### config.mk
export PLATFORM = sky130hd
export DESIGN_NAME = psw_reveal_timer
export DESIGN_NICKNAME = d
export VERILOG_FILES = /design/src/rtl/psw_reveal_timer.sv
export SDC_FILE = /design/constraint.sdc
export NUM_CORES = 1
export LEC_CHECK = 0
export ABC_CLOCK_PERIOD_IN_PS = 1600
export CAP_MARGIN = 20
export CORE_MARGIN = 2
export CORE_UTILIZATION = 23
export DETAILED_ROUTE_END_ITERATION = 8
export SYNTH_ARGS = -nofsm -noshare
export SYNTH_HDL_FRONTEND = slang
export SYNTH_SLANG_ARGS = --single-unit
### constraint.sdc
create_clock -name clk -period 1.6 [get_ports clk]
set_clock_uncertainty 0.1 [all_clocks]
set_input_delay 0.16 -clock clk [delete_from_list [all_inputs] [get_ports clk]]
set_output_delay 0.16 -clock clk [all_outputs]
set_load 0.02 [all_outputs]
### src/rtl/psw_reveal_timer.sv
// Password reveal timer: latches a password on start, shows it on the LED bank and
// counts down SECONDS on two scanned 7-segment digits, then raises a sticky done flag.
module psw_reveal_timer #(
    parameter int PSW_W         = 7,
    parameter int SECONDS       = 5,
    parameter int TICKS_PER_SEC = 220,
    parameter int SCAN_DIV      = 4,
    parameter int BLINK         = 0
) (
    input  logic             clk,
    input  logic             rst_n,
    input  logic             start,
    input  logic             abort,
    input  logic [PSW_W-1:0] psw,
    output logic [PSW_W-1:0] LD,
    output logic [7:0]       seg,
    output logic [7:0]       cat,
    output logic             busy,
    output logic             endOfShow
);

    localparam int TW = $clog2(TICKS_PER_SEC);
    localparam int SW = (SCAN_DIV > 1) ? $clog2(SCAN_DIV) : 1;
    localparam logic [TW-1:0] TICK_LAST = TW'(TICKS_PER_SEC - 1);
    localparam logic [TW-1:0] TICK_HALF = TW'(TICKS_PER_SEC / 2);
    localparam logic [SW-1:0] SCAN_LAST = SW'(SCAN_DIV - 1);
    localparam logic [3:0]    TENS_INIT = 4'(SECONDS / 10);
    localparam logic [3:0]    UNITS_INIT = 4'(SECONDS % 10);

    typedef enum logic [1:0] {IDLE = 2'd0, SHOW = 2'd1, DONE = 2'd2} state_t;

    state_t           state, state_nxt;
    logic [PSW_W-1:0] psw_q;
    logic [TW-1:0]    tick;
    logic [SW-1:0]    scan_cnt;
    logic             slot;
    logic [3:0]       tens, units;
    logic [PSW_W-1:0] ld_nxt;
    logic             load, tick_last, last_sec;

    function automatic logic [7:0] glyph(input logic [3:0] d);
        case (d)
            4'd0: glyph = 8'h3F;
            4'd1: glyph = 8'h06;
            4'd2: glyph = 8'h5B;
            4'd3: glyph = 8'h4F;
            4'd4: glyph = 8'h66;
            4'd5: glyph = 8'h6D;
            4'd6: glyph = 8'h7D;
            4'd7: glyph = 8'h07;
            4'd8: glyph = 8'h7F;
            4'd9: glyph = 8'h6F;
            default: glyph = 8'h00;
        endcase
    endfunction

    // Abort has priority over start in every state.
    assign load      = start & ~abort;
    assign tick_last = (tick == TICK_LAST);
    assign last_sec  = (tens == 4'd0) && (units == 4'd1);

    always_ff @(posedge clk or negedge rst_n) begin
        if (!rst_n) state <= IDLE;
        else        state <= state_nxt;
    end

    always_comb begin
        state_nxt = state;
        case (state)
            IDLE: if (load) state_nxt = SHOW;
            SHOW: begin
                if (abort)                      state_nxt = IDLE;
                else if (load)                  state_nxt = SHOW;
                else if (tick_last && last_sec) state_nxt = DONE;
            end
            DONE: begin
                if (abort)     state_nxt = IDLE;
                else if (load) state_nxt = SHOW;
            end
            default: state_nxt = IDLE;
        endcase
    end

    always_ff @(posedge clk or negedge rst_n) begin
        if (!rst_n) begin
            psw_q    <= '0;
            tick     <= '0;
            scan_cnt <= '0;
            slot     <= 1'b0;
            tens     <= 4'd0;
            units    <= 4'd0;
        end else if (load) begin
            psw_q    <= psw;
            tick     <= '0;
            scan_cnt <= '0;
            slot     <= 1'b0;
            tens     <= TENS_INIT;
            units    <= UNITS_INIT;
        end else if (state == SHOW) begin
            if (tick_last) begin
                tick <= '0;
                // BCD borrow; remaining time is always >= 1 while in SHOW.
                if (units == 4'd0) begin
                    units <= 4'd9;
                    tens  <= tens - 4'd1;
                end else begin
                    units <= units - 4'd1;
                end
            end else begin
                tick <= tick + TW'(1);
            end
            if (scan_cnt == SCAN_LAST) begin
                scan_cnt <= '0;
                slot     <= ~slot;
            end else begin
                scan_cnt <= scan_cnt + SW'(1);
            end
        end
    end

    always_comb begin
        ld_nxt    = '0;
        seg       = 8'h00;
        cat       = 8'hFF;
        busy      = (state == SHOW);
        endOfShow = (state == DONE);
        if (state == SHOW) begin
            if (BLINK == 0 || tick < TICK_HALF) ld_nxt = psw_q;
            if (!slot) begin
                cat = 8'hFE;
                seg = glyph(units);
            end else if (tens != 4'd0) begin
                cat = 8'hFD;
                seg = glyph(tens);
            end
        end
    end

    always_ff @(posedge clk or negedge rst_n) begin
        if (!rst_n) LD <= '0;
        else        LD <= ld_nxt;
    end

endmodule

==> results_dict.tcl <==
# flow metrics
set metrics [dict create \
    drc 0 \
    timing.max_cap.violations 0 \
    finalSetupViolCount 21 \
    syn-mean-instance-area_um2 9.43 \
    top_cells_by_count "35 x dfrtp_1, 21 x a21oi_1, 15 x nand2_1, 15 x nor2_1" \
    htree_levels 2 \
    critPathCaptureType "primary output" \
    regToRegEndpoint "tens[0]$_DFFE_PN0P_" \
    pwr-share-clk_pct 35.9 \
    n_all_inverters 10 \
    worst_slack_ns -0.428 \
    core.rowCount 34 \
    top_area_share_pct 41.5 \
    num-clock-buffers 6 \
    hold_viol_final 0 \
    layout_top_cells "56 x buf_4, 35 x dfrtp_1, 25 x buf_6" \
    failed_checks "setup timing" \
    outcome "finished, violations left" \
    ff_type "dfrtp_1" \
    p_comb_share_pct 20.6 \
    ys.flops 35 \
    core_um2 8810 \
]
==> how the worst min path moves through the flow <==
stage | startpoint | endpoint | slack, ns
after CTS | rst_n | psw_q[4]$_DFFE_PN0P_ | 0.13
after floorplan | rst_n | LD[0]$_DFF_PN0_ | -0.24
final | rst_n | psw_q[4]$_DFFE_PN0P_ | 0.13
after global placement | psw_q[1]$_DFFE_PN0P_ | LD[1]$_DFF_PN0_ | 0.35
after detailed placement | psw_q[5]$_DFFE_PN0P_ | LD[5]$_DFF_PN0_ | 0.36
after global routing | rst_n | psw_q[1]$_DFFE_PN0P_ | 0.16
==> state kept, by name (all words and copies together) (netlist names) <==
signal	cells
state	2
LD	7
tens	4
slot	1
scan_cnt	2
units	4
psw_q	7
tick	8
**M1 wires**

Bar = 20 µm. Supply wires on this layer in gray.
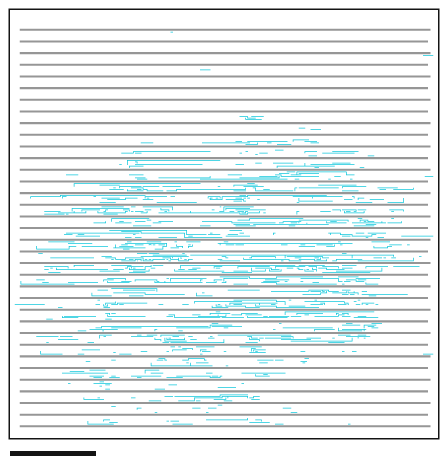
share of all routed wire: 46%
nets with wire on the layer: 303
grt met1 use: 15.5%
Total Wirelength: 5640 µm
vias post-DR: 1,966

**Metal 2**

Cells faint in the background.
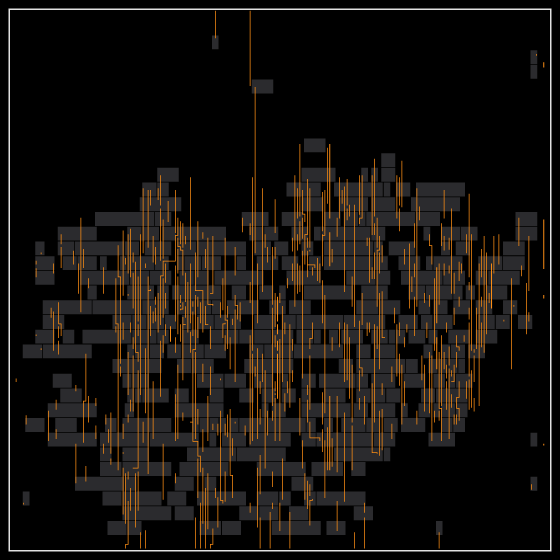
wire length on this layer: 2,760 µm
longest straight run: 36.4 µm
main direction: vertical
share of all routed wire: 49%
nets with wire on the layer: 291
GR Util met2: 19.4%

**Signal wires on met3**

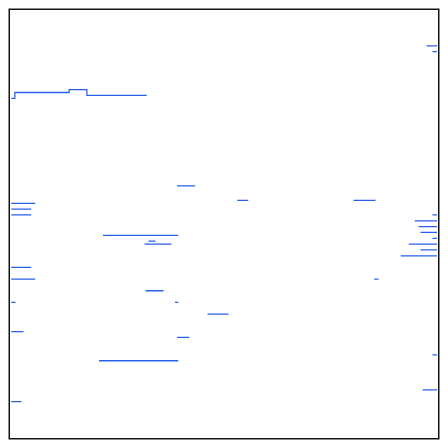
longest straight run: 18.2 µm
share of all routed wire: 3.0%
wire length on this layer: 168 µm
main direction: horizontal
nets with wire on the layer: 27
met3 usage: 2.37%

**Track usage over the die**

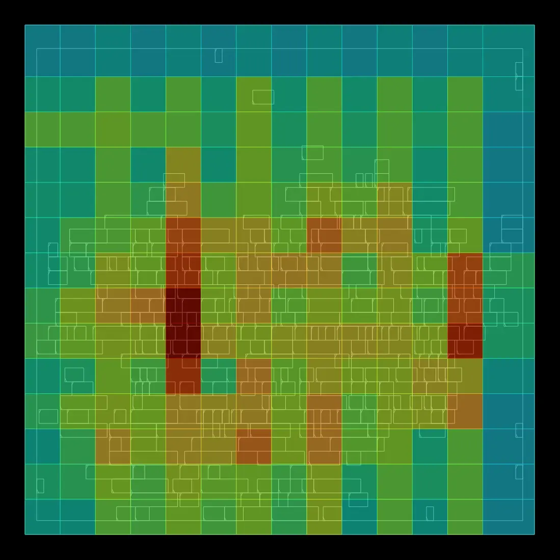
GRT busiest layer: met2
GRT Overall Usage: 11.8%
Final Core Density: 40.7%

**Signal metal coverage by tile**

The die is cut into 20 by 20 equal tiles; dark blue is low, red is high, scaled to the fullest tile. Values are wire area over tile area, all layers added.
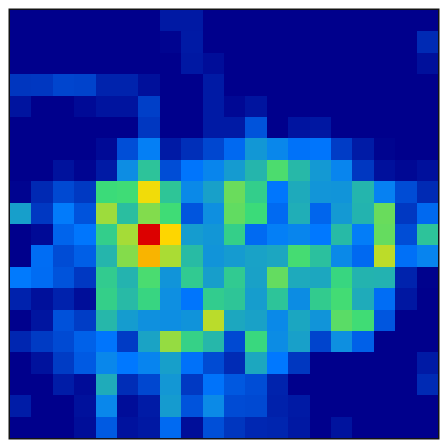
emptiest ninth of the die: upper right
nearly empty tiles: 36%
densest ninth of the die: center
tiles over half the peak: 6.2%
mean over tiles: 0.087
WL per Instance: 13.2 µm

Power figures rest on the tool's default switching activity, not on a simulated workload.
